### Close-up of the layout

Region (44, 21) to (84, 61) um. Cells in gray, sequential cells in the stronger gray; small squares are vias.
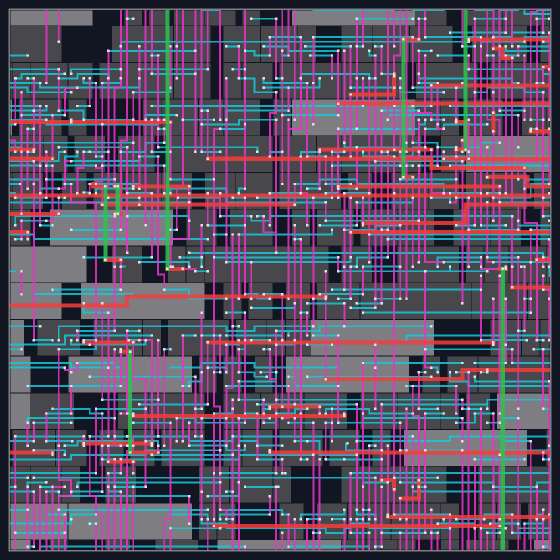
### Routed metal, one color a layer

Drawn at 3 px/um. Only two layers are drawn.
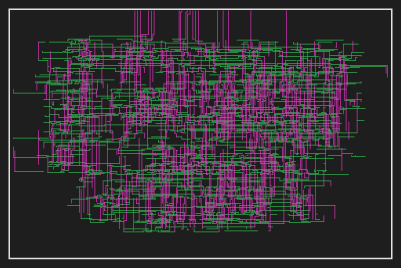
[src/rtl/song_sequencer.sv]
// Song playback controller: walks a note ROM, times each note in ticks,
// and drives the tone output with play/pause/stop control.
module song_sequencer #(
    parameter int unsigned TICK_DIV   = 735000,
    parameter int unsigned GAP_TICKS  = 1,
    parameter int unsigned ADDR_W     = 10,
    parameter int unsigned SONG0_BASE = 0,
    parameter int unsigned SONG1_BASE = 256,
    parameter int unsigned SONG2_BASE = 512,
    parameter int unsigned SONG3_BASE = 768
) (
    input  logic              clk,
    input  logic              rst,
    input  logic              play,
    input  logic              pause,
    input  logic              stop,
    input  logic [1:0]        song_sel,
    input  logic [13:0]       rom_data,
    output logic [ADDR_W-1:0] addr,
    output logic [6:0]        tone,
    output logic              busy,
    output logic              done
);
    typedef enum logic [2:0] {
        S_IDLE,
        S_FETCH,
        S_LOAD,
        S_PLAY,
        S_PAUSE
    } state_t;

    state_t            r_state, w_state;
    logic [31:0]       r_tick, w_tick;
    logic [6:0]        r_note, w_note;
    logic [6:0]        r_dur, w_dur;
    logic [6:0]        r_toneq, w_toneq;
    logic              r_pend, w_pend;
    logic [ADDR_W-1:0] r_addr, w_addr;
    logic [ADDR_W-1:0] w_base;
    logic [6:0]        r_tone, w_tone;
    logic              r_busy, r_done, w_done;
    logic              w_tick_end, w_note_end, w_pause_eff, w_gap;

    assign addr = r_addr;
    assign tone = r_tone;
    assign busy = r_busy;
    assign done = r_done;

    always_comb begin
        w_base = ADDR_W'(SONG0_BASE);
        unique case (song_sel)
            2'd0: w_base = ADDR_W'(SONG0_BASE);
            2'd1: w_base = ADDR_W'(SONG1_BASE);
            2'd2: w_base = ADDR_W'(SONG2_BASE);
            2'd3: w_base = ADDR_W'(SONG3_BASE);
        endcase
    end

    assign w_tick_end  = (r_tick == 32'(TICK_DIV - 1));
    assign w_note_end  = w_tick_end && (r_note == r_dur);
    assign w_pause_eff = pause | r_pend;

    always_comb begin
        w_state = r_state;
        w_tick  = r_tick;
        w_note  = r_note;
        w_dur   = r_dur;
        w_toneq = r_toneq;
        w_pend  = r_pend;
        w_addr  = r_addr;
        w_done  = 1'b0;
        unique case (r_state)
            S_IDLE: begin
                if (play) begin
                    w_addr  = w_base;
                    w_pend  = 1'b0;
                    w_state = S_FETCH;
                end
            end
            S_FETCH: begin
                if (stop) begin
                    w_state = S_IDLE;
                    w_pend  = 1'b0;
                end else begin
                    if (pause) w_pend = 1'b1;
                    w_state = S_LOAD;
                end
            end
            S_LOAD: begin
                if (stop) begin
                    w_state = S_IDLE;
                    w_pend  = 1'b0;
                end else if (rom_data[6:0] == 7'h7F) begin
                    w_done  = 1'b1;
                    w_pend  = 1'b0;
                    w_state = S_IDLE;
                end else begin
                    if (pause) w_pend = 1'b1;
                    w_dur   = rom_data[13:7];
                    w_toneq = rom_data[6:0];
                    w_tick  = '0;
                    w_note  = '0;
                    w_state = S_PLAY;
                end
            end
            S_PLAY: begin
                if (stop) begin
                    w_state = S_IDLE;
                    w_pend  = 1'b0;
                end else if (w_note_end) begin
                    // a pause landing on the last clock carries into the next note
                    w_addr  = r_addr + ADDR_W'(1);
                    w_pend  = w_pause_eff;
                    w_state = S_FETCH;
                end else begin
                    if (w_tick_end) begin
                        w_tick = '0;
                        w_note = r_note + 7'd1;
                    end else begin
                        w_tick = r_tick + 32'd1;
                    end
                    if (w_pause_eff) begin
                        w_pend  = 1'b0;
                        w_state = S_PAUSE;
                    end
                end
            end
            S_PAUSE: begin
                if (stop) begin
                    w_state = S_IDLE;
                    w_pend  = 1'b0;
                end else if (play) begin
                    w_state = S_PLAY;
                end
            end
            default: w_state = S_IDLE;
        endcase
    end

    // silence the last GAP_TICKS ticks, only when the note is longer than the gap
    assign w_gap = (32'(w_dur) + 32'd1 > 32'(GAP_TICKS))
                && (32'(w_note) + 32'(GAP_TICKS) > 32'(w_dur));

    always_comb begin
        w_tone = 7'd0;
        if (w_state == S_PLAY && !w_gap) w_tone = w_toneq;
    end

    always_ff @(posedge clk or posedge rst) begin
        if (rst) begin
            r_state <= S_IDLE;
            r_tick  <= '0;
            r_note  <= '0;
            r_dur   <= '0;
            r_toneq <= '0;
            r_pend  <= 1'b0;
            r_addr  <= '0;
            r_tone  <= '0;
            r_busy  <= 1'b0;
            r_done  <= 1'b0;
        end else begin
            r_state <= w_state;
            r_tick  <= w_tick;
            r_note  <= w_note;
            r_dur   <= w_dur;
            r_toneq <= w_toneq;
            r_pend  <= w_pend;
            r_addr  <= w_addr;
            r_tone  <= w_tone;
            r_busy  <= (w_state != S_IDLE);
            r_done  <= w_done;
        end
    end
endmodule

[config.mk]
export PLATFORM = sky130hd
export DESIGN_NAME = song_sequencer
export DESIGN_NICKNAME = d
export VERILOG_FILES = /design/src/rtl/song_sequencer.sv
export SDC_FILE = /design/constraint.sdc
export NUM_CORES = 1
export LEC_CHECK = 0
export CORE_ASPECT_RATIO = 0.6
export CORE_MARGIN = 8
export CORE_UTILIZATION = 58
export DETAILED_ROUTE_END_ITERATION = 10
export PLACE_DENSITY = 0.81
export SETUP_SLACK_MARGIN = 0.15
export SLEW_MARGIN = 20
export SYNTH_ARGS = -nofsm -noshare
export SYNTH_HDL_FRONTEND = slang
export SYNTH_SLANG_ARGS = --single-unit
[constraint.sdc]
create_clock -name clk -period 4 [get_ports clk]
set_clock_uncertainty 0.1 [all_clocks]
set_input_delay 0.6 -clock clk [delete_from_list [all_inputs] [get_ports clk]]
set_output_delay 0.6 -clock clk [all_outputs]
set_load 0.05 [all_outputs]
==> impl_metrics.env <==
# flow metrics
export IMPL_min_from="r_toneq[2]$_DFF_PP0_"
export IMPL_ys_sh_adder_pct=3.21
export IMPL_rr_startpoint="r_tick[14]$_DFFE_PP0P_"
export IMPL_worst_slew_pin_slew_ns=0.657
export IMPL_ys_async_sr_fraction_pct=100
export IMPL_cp_num_buf_inv=2
export IMPL_synth_flops=76
export IMPL_cts_tree="done"
export IMPL_cts_sinks=76
export IMPL_synth_seq_share_pct=44.3
export IMPL_final_nets=575
export IMPL_critPathMaxStageDelay_ns=0.54
export IMPL_power_leakage_uw=0.00239
export IMPL_fillers=517
export IMPL_clk_pin_slew_ns=0.06
export IMPL_hold_path_class="reg2reg"
export IMPL_holdPathEnd="r_toneq[2]$_DFF_PP0_"
export IMPL_antenna_found_initial=0
export IMPL_maxSlewViolCount=0
export IMPL_grt_max_degree=38
export IMPL_cap_violations=0
export IMPL_syn_to_final_growth_pct=26.4
export IMPL_setup_viol=0
export IMPL_fp_row_count=24
export IMPL_peakVddDrop_mv=0.361
export IMPL_outcome="finished clean"
export IMPL_reg2reg_to="tone[5]$_DFF_PP0_"
export IMPL_wl_per_cell_um=18.9
export IMPL_fp_nets=512
export IMPL_drt_iter0_drc=542
export IMPL_grt_pass1_vias=3908
export IMPL_timing_fmax_mhz=256
export IMPL_critPathLaunch="r_tick[14]$_DFFE_PP0P_"
export IMPL_overflow=0
export IMPL_critPathMaxFanout=7
export IMPL_simple_gate_share_pct=27.5
export IMPL_required_ns=4.16
export IMPL_holdPathStages=2
export IMPL_post_synth_ao_oa_area_fraction_pct=10.2
export IMPL_arrival_ns=4.07
export IMPL_warning_count=28
export IMPL_p_per_area_nw_per_um2=521
export IMPL_routabilityCongestion=0.976
export IMPL_io_pins=40
export IMPL_port_buffers=39
export IMPL_yosysWarningCount=0
export IMPL_crit_cells=15
export IMPL_core_area_um2=7210
export IMPL_slew_headroom_pct=55.6
export IMPL_lay_top_count="dfrtp_1"
export IMPL_top_logic_kind="simple AND/OR/NAND/NOR gates"
export IMPL_postSynthAreaPerCell_um2=8.94
export IMPL_ys_cells=480
export IMPL_rsz0062_at_grt="yes"
export IMPL_layout_top_cells="dfrtp_1 (74), nor2_1 (61), nand2_1 (55)"
export IMPL_post_route_util_pct=75.2
export IMPL_vias_per_cell=6.14
export IMPL_crit_slowest_cell="or4_4"
export IMPL_cts_root_buf="clkbuf_16"
export IMPL_synth_edff_count=0
export IMPL_cp_cell_sequence="or4_4 > or4_4 > nor4_4 > nand4_2 > mux2i_4 > o2111a_2 > buf_4 > xor2_1 > ha_1 > o21ai_1 > a21oi_1 > o221ai_1 > buf_4 > nand3_1 > nor2_1"
export IMPL_critical_path_class="reg2reg"
export IMPL_ys_flop_type="dfrtp_1"
export IMPL_drt_first_pass_iters=5
export IMPL_dpl_hpwl_mm=8.45
export IMPL_die_area_um2=10500
export IMPL_drc=0
export IMPL_finalHoldViolations=0
export IMPL_cts_buffers=9
export IMPL_yosys_stat_area_um2=4290
export IMPL_synth_distinct_cells=59
export IMPL_crit_family="simple AND/OR/NAND/NOR gates"
export IMPL_post_route_period_util_pct=97.7
export IMPL_antenna_cells=0
export IMPL_fin_area_um2=5420
export IMPL_timing_hold_ws_ns=0.379
export IMPL_mux_share_pct=2.74
export IMPL_die_size_y_um=82.6
export IMPL_cts_hold_buffers=0
export IMPL_rrSetupSlack_ns=0.09
export IMPL_startpoint_type="flop"
export IMPL_fp_util_pct=59.5
## Picture notes: 'Close-up of the layout'
magenta -> metal 2
green -> metal 4
red -> metal 3
cyan -> metal 1
netlist names of flops here include = r_tick (6), r_note (2)
most frequent = buf_4 (19), nand2_1 (13), nor2_1 (12)
sequential cells in the window = 10
cells with their middle in the window = 144

## Picture notes: 'Routed metal, one color a layer'
green -> metal 1  # wire length 5470 um
magenta -> metal 2  # wire length 5270 um

-- routing by layer --
| metal | vias to the layer above | global-route usage [%] | share of wire (%) |
|---|---|---|---|
| met5 | - | 0 | 0 |
| met1 | 1891 | 32.1 | 45 |
| met4 | 0 | 8.14 | 1.5 |
| met3 | 27 | 7.18 | 9.6 |
| met2 | 195 | 35.9 | 44 |
| li1 | 1811 | - | - |
-- state kept, by name, summed over array words and instances, names as in the netlist, 3 cells and up --
register  count
r_note        7
tone          7
r_toneq       7
r_dur         7
addr         10
r_tick       32
r_state       3
-- how the worst max path moves through the flow --
stage	to
global route	tone[5]$_DFF_PP0_
finish	tone[5]$_DFF_PP0_
global placement	tone[3]$_DFF_PP0_
detailed placement	tone[1]$_DFF_PP0_
floorplan	tone[0]$_DFF_PP0_
CTS	tone[5]$_DFF_PP0_
-- timing repair --
item | 4_1_cts | 5_1_grt
setup endpoints to repair | 7 | 7
setup buffers | 0 | 5
resized | 7 | 15
pin swaps | 0 | 4
-- report_power, final --
group,internal [uW],leakage [uW],switching [uW]
combinational,305,0.00119,508
sequential,899,0.00102,108
clock,674,0.000173,329
-- area by class of cell --
class / instances / area [um^2] / share of cell area (%)
Multi-Input combinational cell: 363 / 2330 / 43.0
Sequential cell: 76 / 1900 / 35.1
Timing Repair Buffer: 69 / 616 / 11.4
Clock buffer: 10 / 229 / 4.22
Clock inverter: 6 / 136 / 2.52
Tap cell: 91 / 114 / 2.10
Inverter: 24 / 90.1 / 1.66
-- cells in the mapped netlist, types with 3 or more instances --
| cell type | n | area share [%] |
|---|---|---|
| a21oi_1 | 15 | 1.7 |
| and2_1 | 3 | 0.44 |
| and4_1 | 3 | 0.61 |
| clkbuf_1 | 15 | 1.3 |
| dfrtp_1 | 76 | 44 |
| ha_1 | 11 | 3.2 |
| inv_1 | 24 | 2.1 |
| mux2_2 | 4 | 1.0 |
| mux2i_1 | 5 | 1.2 |
| nand2_1 | 56 | 4.9 |
| nand3_1 | 23 | 2.7 |
| nand4_1 | 13 | 1.9 |
| nor2_1 | 63 | 5.5 |
| nor2b_1 | 6 | 0.87 |
| nor3_1 | 16 | 1.9 |
| nor4_1 | 12 | 1.7 |
| o21a_1 | 4 | 0.70 |
| o21ai_0 | 22 | 2.6 |
| o31ai_1 | 6 | 1.0 |
| or2_2 | 6 | 0.87 |
| or3_1 | 10 | 1.5 |
| or4_1 | 4 | 0.70 |
| xnor2_1 | 21 | 4.3 |
| xor2_1 | 20 | 4.1 |
-- through the flow --
step	TNS [ns]	setup WS [ns]	power, uW	std cells
floorplan	0	0.356	1510	480
global placement	-0.246	-0.0390	1740	618
detailed placement	-1.75	-0.257	1770	618
CTS	0	0.117	2790	634
global route	-0.0396	-0.0298	2950	639
finish	0	0.0911	2820	639
-- worst register-to-register path, stage by stage, from the launching register on --
cell      delay [ns]
dfrtp_2         0.45
or4_4           0.54
or4_4           0.45
nor4_4          0.21
nand4_2         0.22
mux2i_4         0.26
o2111a_2        0.25
buf_4           0.11
xor2_1          0.16
ha_1            0.28
o21ai_1         0.09
a21oi_1         0.08
o221ai_1        0.21
buf_4           0.21
nand3_1         0.10
nor2_1          0.11
Power is estimated from default activity; no workload was simulated.
